**src/rtl/reg_file_sb_if.sv**
```systemverilog
// rtl/reg_file_sb_if.sv - read/write/scoreboard bus bundle for the register file
// Signals:
//   rr1, rr2   read addresses          rd1, rd2    read data
//   regwrite   write enable            wr, wd      write address / data
//   issue      mark destination busy   issue_reg   destination register
//   busy1/2    pending-result flags for rr1/rr2
// master drives addresses, write and issue; slave (the register file) returns data and busy flags.
interface reg_file_sb_if #(
    parameter int DATA_W = 16,
    parameter int ADDR_W = 2
);
    logic [ADDR_W-1:0] rr1;
    logic [ADDR_W-1:0] rr2;
    logic [DATA_W-1:0] rd1;
    logic [DATA_W-1:0] rd2;
    logic              regwrite;
    logic [ADDR_W-1:0] wr;
    logic [DATA_W-1:0] wd;
    logic              issue;
    logic [ADDR_W-1:0] issue_reg;
    logic              busy1;
    logic              busy2;

    modport master (
        output rr1, rr2, regwrite, wr, wd, issue, issue_reg,
        input  rd1, rd2, busy1, busy2
    );

    modport slave (
        input  rr1, rr2, regwrite, wr, wd, issue, issue_reg,
        output rd1, rd2, busy1, busy2
    );
endinterface

```
**src/rtl/reg_file_sb.sv**
```systemverilog
// rtl/reg_file_sb.sv - MIPS register file with write bypass and RAW busy scoreboard
// Ports:
//   clock    rising-edge clock
//   reset_n  asynchronous active-low reset; clears storage and busy bits
//   bus      reg_file_sb_if.slave: two combinational read ports, one clocked write port,
//            issue/writeback scoreboard with per-read-port busy flags
module reg_file_sb #(
    parameter int DATA_W   = 16,
    parameter int NUM_REGS = 4,
    parameter int ADDR_W   = 2,
    parameter int ZERO_R0  = 1,
    parameter int BYPASS   = 1
) (
    input  logic          clock,
    input  logic          reset_n,
    reg_file_sb_if.slave  bus
);

    localparam bit ZERO_EN   = (ZERO_R0 != 0);
    localparam bit BYPASS_EN = (BYPASS != 0);

    logic [DATA_W-1:0]   regs_q [NUM_REGS];
    logic [DATA_W-1:0]   regs_d [NUM_REGS];
    logic [NUM_REGS-1:0] busy_q;
    logic [NUM_REGS-1:0] busy_d;

    // A write that will actually land in storage. Gating with reset_n keeps the
    // bypass path from exposing write data while the file is held in reset.
    logic wr_ok;
    assign wr_ok = bus.regwrite && reset_n && !(ZERO_EN && (bus.wr == '0));

    always_comb begin
        regs_d = regs_q;
        if (wr_ok) begin
            regs_d[bus.wr] = bus.wd;
        end
    end

    // Writeback clears before issue sets, so a same-edge issue to the same
    // register leaves it busy: the newly issued producer is still outstanding.
    always_comb begin
        busy_d = busy_q;
        if (bus.regwrite) begin
            busy_d[bus.wr] = 1'b0;
        end
        if (bus.issue) begin
            busy_d[bus.issue_reg] = 1'b1;
        end
        if (ZERO_EN) begin
            busy_d[0] = 1'b0;
        end
    end

    always_ff @(posedge clock or negedge reset_n) begin
        if (!reset_n) begin
            for (int i = 0; i < NUM_REGS; i++) begin
                regs_q[i] <= '0;
            end
            busy_q <= '0;
        end else begin
            regs_q <= regs_d;
            busy_q <= busy_d;
        end
    end

    logic [DATA_W-1:0] rd1_c;
    logic [DATA_W-1:0] rd2_c;
    logic              busy1_c;
    logic              busy2_c;

    always_comb begin
        rd1_c = regs_q[bus.rr1];
        if (BYPASS_EN && wr_ok && (bus.wr == bus.rr1)) begin
            rd1_c = bus.wd;
        end
        if (ZERO_EN && (bus.rr1 == '0)) begin
            rd1_c = '0;
        end
    end

    always_comb begin
        rd2_c = regs_q[bus.rr2];
        if (BYPASS_EN && wr_ok && (bus.wr == bus.rr2)) begin
            rd2_c = bus.wd;
        end
        if (ZERO_EN && (bus.rr2 == '0)) begin
            rd2_c = '0;
        end
    end

    // With bypass, a writeback landing this cycle already satisfies the reader,
    // unless a new producer for the same register issues at the same edge.
    always_comb begin
        busy1_c = busy_q[bus.rr1];
        if (BYPASS_EN && bus.regwrite && (bus.wr == bus.rr1) &&
            !(bus.issue && (bus.issue_reg == bus.rr1))) begin
            busy1_c = 1'b0;
        end
    end

    always_comb begin
        busy2_c = busy_q[bus.rr2];
        if (BYPASS_EN && bus.regwrite && (bus.wr == bus.rr2) &&
            !(bus.issue && (bus.issue_reg == bus.rr2))) begin
            busy2_c = 1'b0;
        end
    end

    assign bus.rd1   = rd1_c;
    assign bus.rd2   = rd2_c;
    assign bus.busy1 = busy1_c;
    assign bus.busy2 = busy2_c;

endmodule

```
**src/flat_wrapper.sv**
```systemverilog
// flat-port wrapper written by rule: the top's interface ports become plain ports
module reg_file_sb_flat 
#(
    parameter int DATA_W   = 16,
    parameter int NUM_REGS = 4,
    parameter int ADDR_W   = 2,
    parameter int ZERO_R0  = 1,
    parameter int BYPASS   = 1
)
  (clock, reset_n, bus_rr1, bus_rr2, bus_regwrite, bus_wr, bus_wd, bus_issue, bus_issue_reg, bus_rd1, bus_rd2, bus_busy1, bus_busy2);
  reg_file_sb_if #(.DATA_W(DATA_W), .ADDR_W(ADDR_W)) bus_i ();
  input  logic clock;
  input  logic reset_n;
  input wire logic [$bits(bus_i.rr1)-1:0] bus_rr1;
  input wire logic [$bits(bus_i.rr2)-1:0] bus_rr2;
  input wire logic [$bits(bus_i.regwrite)-1:0] bus_regwrite;
  input wire logic [$bits(bus_i.wr)-1:0] bus_wr;
  input wire logic [$bits(bus_i.wd)-1:0] bus_wd;
  input wire logic [$bits(bus_i.issue)-1:0] bus_issue;
  input wire logic [$bits(bus_i.issue_reg)-1:0] bus_issue_reg;
  output wire logic [$bits(bus_i.rd1)-1:0] bus_rd1;
  output wire logic [$bits(bus_i.rd2)-1:0] bus_rd2;
  output wire logic [$bits(bus_i.busy1)-1:0] bus_busy1;
  output wire logic [$bits(bus_i.busy2)-1:0] bus_busy2;
  assign bus_i.rr1 = bus_rr1;
  assign bus_i.rr2 = bus_rr2;
  assign bus_i.regwrite = bus_regwrite;
  assign bus_i.wr = bus_wr;
  assign bus_i.wd = bus_wd;
  assign bus_i.issue = bus_issue;
  assign bus_i.issue_reg = bus_issue_reg;
  assign bus_rd1 = bus_i.rd1;
  assign bus_rd2 = bus_i.rd2;
  assign bus_busy1 = bus_i.busy1;
  assign bus_busy2 = bus_i.busy2;
  reg_file_sb #(.DATA_W(DATA_W), .NUM_REGS(NUM_REGS), .ADDR_W(ADDR_W), .ZERO_R0(ZERO_R0), .BYPASS(BYPASS)) u_core (.clock(clock), .reset_n(reset_n), .bus(bus_i));
endmodule
```
**config.mk**
```make
export PLATFORM = sky130hd
export DESIGN_NAME = reg_file_sb_flat
export DESIGN_NICKNAME = d
export VERILOG_FILES = /design/src/rtl/reg_file_sb_if.sv /design/src/rtl/reg_file_sb.sv /design/src/flat_wrapper.sv
export SDC_FILE = /design/constraint.sdc
export NUM_CORES = 1
export LEC_CHECK = 0
export CORE_AREA = 2 2 99 101
export DETAILED_ROUTE_END_ITERATION = 8
export DIE_AREA = 0 0 101 103
export PLACE_DENSITY = 0.62
export RECOVER_POWER = 100
export REMOVE_ABC_BUFFERS = 1
export SLEW_MARGIN = 25
export SYNTH_ARGS = -nofsm -noshare
export SYNTH_HDL_FRONTEND = slang
export SYNTH_SLANG_ARGS = --single-unit
export TNS_END_PERCENT = 50
```
**constraint.sdc**
```tcl
create_clock -name clock -period 7.4 [get_ports clock]
set_clock_uncertainty 0.1 [all_clocks]
set_input_delay 2.22 -clock clock [delete_from_list [all_inputs] [get_ports clock]]
set_output_delay 2.22 -clock clock [all_outputs]
set_load 0.005 [all_outputs]
```
==> run_1/metal_density.png <==
Bar = 20 um. 20 x 21 tiles, from black (low) to pale yellow (high), scaled to the fullest tile. Values are wire area over tile area, all layers added.
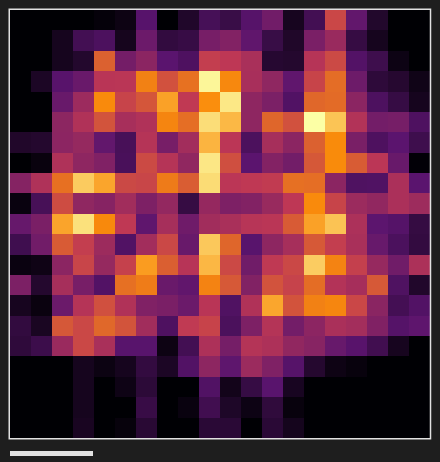
24% of the tiles are over half the peak. The densest ninth of the die: center. The mean over all tiles is 0.14. The fullest tile reaches 0.45.
GRT Total Usage: 20.1%
WL/cell: 17.5 um

==> run_1/layer_met1.png <==
Bar = 20 um.
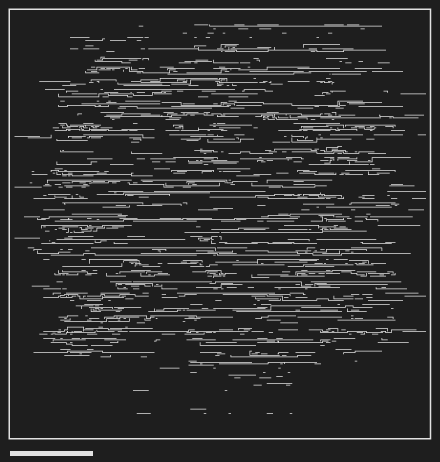
The layer carries 4540 um of wire. 411 nets have wire on it.

==> run_1/congestion.png <==
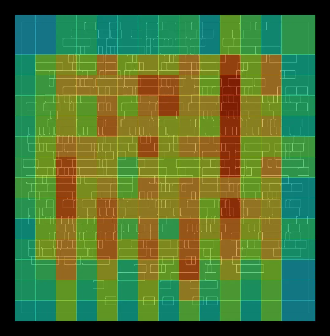
GR Util met3: 2.98%
most used routing layer: met2

==> impl_metrics.env, run 1 <==
# physical design summary
export IMPL_design_seq_count=67
export IMPL_fp_util_pct=40.7
export IMPL_crit_start="bus_rr1[0]"
export IMPL_cp_arrival_ps=4830
export IMPL_synth_distinct_cells=38
export IMPL_worstMarginPinSlew_ps=3090
export IMPL_yosysMostFrequentCell="dfrtp_1"
export IMPL_p_total_uw=1020
export IMPL_synth_avg_cell_area_um2=9.82
export IMPL_aoi_share_pct=16.4
export IMPL_hold_class="reg2reg"
export IMPL_required_ps=5080
export IMPL_slew_headroom_pct=-106
export IMPL_rr_worst_depth=1
export IMPL_fin_hold_ws_ps=274
export IMPL_internal_power_uw=730
export IMPL_vdd_drop_max_mv=0.115
export IMPL_yosysWarnings=0
export IMPL_buffers_excl_clock=77
export IMPL_fillers=905
export IMPL_cts_tree="done"
export IMPL_ff_type="dfrtp_1"
export IMPL_path_cells="dlygate4sd3_1, nand4bb_1, o22ai_2, buf_12, mux2i_1, nor2_1, clkdlybuf4s50_1"
export IMPL_drc=0
export IMPL_holdPathStages=0
export IMPL_crit_cells=7
export IMPL_core_area_mm2=0.00946
export IMPL_use_met1_pct=27.7
export IMPL_stdcell_count=552
export IMPL_seq_area_mm2=0.00168
export IMPL_port_buffers=61
export IMPL_placed_cell_area_mm2=0.00453
export IMPL_post_cts_resized=0
export IMPL_ys_area_mm2=0.00385
export IMPL_taps=114
export IMPL_power_density_mw_per_mm2=217
export IMPL_dr_max_layer_used="met4"
export IMPL_slowest_stage="dlygate4sd3_1"
export IMPL_num_clock_buffers=13
export IMPL_holdBufCountCts=0
export IMPL_hold_viol=0
export IMPL_buffer_area_share_pct=15.7
export IMPL_cts_made_buffers=9
export IMPL_yosys_area_top_type="dfrtp_1"
export IMPL_ys_sh_simple_pct=16.1
export IMPL_critPathCaptureType="primary output"
export IMPL_grt_ovfl_total=0
export IMPL_clockBufferDepth=2
export IMPL_violations="capacitance limit, slew limit"
export IMPL_clock_area_share_pct=4.15
export IMPL_warning_count=25
export IMPL_cts_root_buf="clkbuf_8"
export IMPL_netSwitchingPower_uw=286
export IMPL_final_area_mm2=0.00467
export IMPL_drt_initial_drc_count=154
export IMPL_r2r_end="u_core.regs_q[38]"
export IMPL_cp_num_buf_inv=3
export IMPL_firstDrtPassIters=4
export IMPL_synth_seq_share_pct=43.6
export IMPL_grt_pass1_wl_mm=15.8
export IMPL_reg_top3="u_core.regs_q x64, u_core.busy_q x3"
export IMPL_path_max_fanout=9
export IMPL_fa_ha_area_share_pct=0
export IMPL_fin_crit_sh_pct=96.6
export IMPL_p_clk_uw=304
export IMPL_setup_ws_ps=254
export IMPL_grt_max_degree=57
export IMPL_synth_edff_count=0
export IMPL_wl_met2_mm=4.70
export IMPL_logic_gates=264
export IMPL_clk_pin_slew_ps=70
export IMPL_syn_area_mm2=0.00385
export IMPL_rrSetupSlack_ps=6540
export IMPL_cts_setup_buffers=0
export IMPL_p_leak_uw=0.00203
export IMPL_endpoint="bus_rd1[2]"
export IMPL_reg2reg_from="u_core.regs_q[38]"
export IMPL_ys_seq_elements=67
export IMPL_m1WireLength_mm=4.54
export IMPL_antenna_left=0
export IMPL_post_place_ws_ps=411
export IMPL_ys_cells=392
export IMPL_cap_viol_max_count=1
export IMPL_antenna_cells=0
export IMPL_logic_family="AND-OR/OR-AND gates"
export IMPL_syn_inst=392
export IMPL_cp_start_kind="primary input"
export IMPL_drv_slew=57
export IMPL_tns_ps=0
export IMPL_logic_area_mm2=0.00187
export IMPL_hold_path_startpoint="u_core.regs_q[58]"
export IMPL_die_w_um=101
export IMPL_top_register="u_core.regs_q"
export IMPL_design_final_nets=462
export IMPL_final_cell_mix="dfrtp_1, nand2_1, o21ai_0, clkdlybuf4s50_1, nor2_1"
export IMPL_status="complete, but fails checks"
export IMPL_place_inst=537
export IMPL_critical_path_max_stage_delay_ps=830
export IMPL_dr_wl_met3_um=335
==> run_1/cell_density.png <==
Bar = 20 um. 10 x 10 tiles, from black (low) to pale yellow (high), 0 to 100% covered.
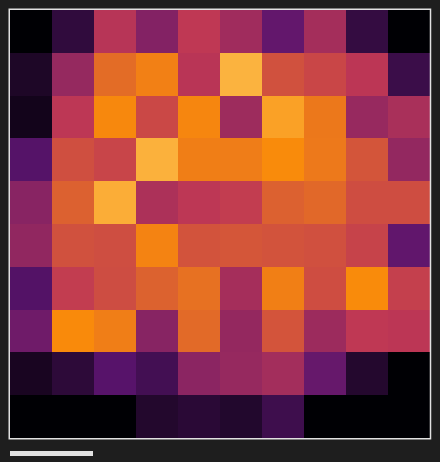

--- run 2 (diff from run 1) ---
Settings changed: CELL_PAD_IN_SITES_DETAIL_PLACEMENT from default to 0, CELL_PAD_IN_SITES_GLOBAL_PLACEMENT from default to 1, PLACE_DENSITY 0.62 to 0.78.
==> run_2/cell_density.png <==
Bar = 20 um. 10 x 10 tiles, from black (low) to pale yellow (high), 0 to 100% covered.
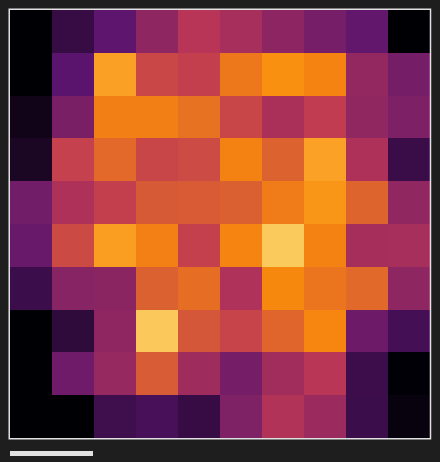
The fullest tile reaches 88%. The densest ninth of the die: center. 8.0% of the tiles are nearly empty. The mean over all tiles is 44%. 7.0% of the tiles are over 75% full. The emptiest ninth of the die: south-west.
floorplan utilization: 40.7%
core area: 0.00946 mm^2

==> run 2 against run 1 <==
The flow still finishes with violations (capacitance limit, slew limit); sequential share of layout area decreased by 0.14 points; critical path depth unchanged; area after synthesis unchanged; worst hold slack improved by 1.2 ps; first-iteration DRC count decreased by 23%; power decreased by 0.98%; clock-buffer cell count decreased by 2; global-route usage increased by 0.070 points; die area unchanged; clock power decreased by 3%; worst setup slack improved by 38 ps.
==> impl_metrics.env, run 2 <==
# physical design summary
export IMPL_power_top_group="sequential cells"
export IMPL_fin_hold_ws_ps=275
export IMPL_crit_start="bus_wr[0]"
export IMPL_internal_power_uw=711
export IMPL_cts_root_buf="clkbuf_8"
export IMPL_cp_num_buf_inv=3
export IMPL_grt_pass1_wl_mm=15.8
export IMPL_seq_area_mm2=0.00168
export IMPL_fillers=927
export IMPL_p_clk_uw=295
export IMPL_hold_path_startpoint="u_core.regs_q[62]"
export IMPL_cp_start_kind="primary input"
export IMPL_stdcell_count=553
export IMPL_clock_area_share_pct=3.95
export IMPL_synthArstFlopShare_pct=100
export IMPL_design_final_nets=462
export IMPL_warning_count=25
export IMPL_syn_inst=392
export IMPL_grtUsageMet3_pct=3.73
export IMPL_syn_area_mm2=0.00385
export IMPL_globalRouteTotalUtil_pct=20.2
export IMPL_cts_tree="done"
export IMPL_ff_type="dfrtp_1"
export IMPL_ioPinCount=62
export IMPL_path_cells="dlygate4sd3_1, nand4bb_1, o22ai_2, buf_12, mux2i_1, nor2_1, dlygate4sd3_1"
export IMPL_worstMarginPinSlew_ps=3720
export IMPL_aoi_share_pct=16.4
export IMPL_critPathKind="in2out"
export IMPL_final_area_mm2=0.00469
export IMPL_antenna_left=0
export IMPL_reg_top3="u_core.regs_q x64, u_core.busy_q x3"
export IMPL_rr_worst_depth=1
export IMPL_synth_avg_cell_area_um2=9.82
export IMPL_sh_seq_area_pct=35.7
export IMPL_slowest_stage="dlygate4sd3_1"
export IMPL_status="complete, but fails checks"
export IMPL_ys_sh_simple_pct=16.1
export IMPL_endpoint="bus_rd1[4]"
export IMPL_top_register="u_core.regs_q"
export IMPL_logic_family="AND-OR/OR-AND gates"
export IMPL_synth_edff_count=0
export IMPL_buffers_excl_clock=77
export IMPL_use_met1_pct=26.7
export IMPL_slew_headroom_pct=-148
export IMPL_ys_cells=392
export IMPL_critical_path_max_stage_delay_ps=780
export IMPL_logic_area_mm2=0.00190
export IMPL_wl_per_cell_um=17.3
export IMPL_antenna_cells=0
export IMPL_ys_seq_elements=67
export IMPL_drv_slew=69
export IMPL_holdPathStages=0
export IMPL_top_area_share_pct=43.6
export IMPL_synth_distinct_cells=38
export IMPL_hold_viol=0
export IMPL_setup_ws_ps=292
export IMPL_firstDrtPassIters=4
export IMPL_port_buffers=61
export IMPL_design_seq_count=67
export IMPL_cts_setup_buffers=0
export IMPL_violations="capacitance limit, slew limit"
export IMPL_p_total_uw=1010
export IMPL_top_usage_layer="met2"
export IMPL_yosysMostFrequentCell="dfrtp_1"
export IMPL_netSwitchingPower_uw=295
export IMPL_wl_met2_mm=4.63
export IMPL_critPathCaptureType="primary output"
export IMPL_logic_gates=264
export IMPL_synth_seq_share_pct=43.6
export IMPL_grt_max_degree=69
export IMPL_placed_cell_area_mm2=0.00453
export IMPL_required_ps=5080
export IMPL_cp_top_family="buffers and inverters"
export IMPL_rrSetupSlack_ps=6530
export IMPL_reg2reg_from="u_core.regs_q[38]"
export IMPL_drt_initial_drc_count=119
export IMPL_die_w_um=101
export IMPL_fa_ha_area_share_pct=0
export IMPL_holdBufCountCts=0
export IMPL_hold_class="reg2reg"
export IMPL_clockBufferDepth=2
export IMPL_tns_ps=0
export IMPL_post_cts_resized=0
export IMPL_cap_viol_max_count=1
export IMPL_post_place_ws_ps=458
export IMPL_yosys_area_top_type="dfrtp_1"
export IMPL_vdd_drop_max_mv=0.0881
export IMPL_final_cell_mix="dfrtp_1, nand2_1, o21ai_0, nor2_1, clkdlybuf4s50_1"
export IMPL_num_clock_buffers=11
export IMPL_p_leak_uw=0.00206
export IMPL_power_density_mw_per_mm2=214
export IMPL_grt_ovfl_total=0
export IMPL_taps=114
export IMPL_drc=0
export IMPL_dr_wl_met3_um=363
export IMPL_dr_max_layer_used="met4"
export IMPL_path_max_fanout=11
export IMPL_yosysWarnings=0
Power and IR drop assume default switching activity.
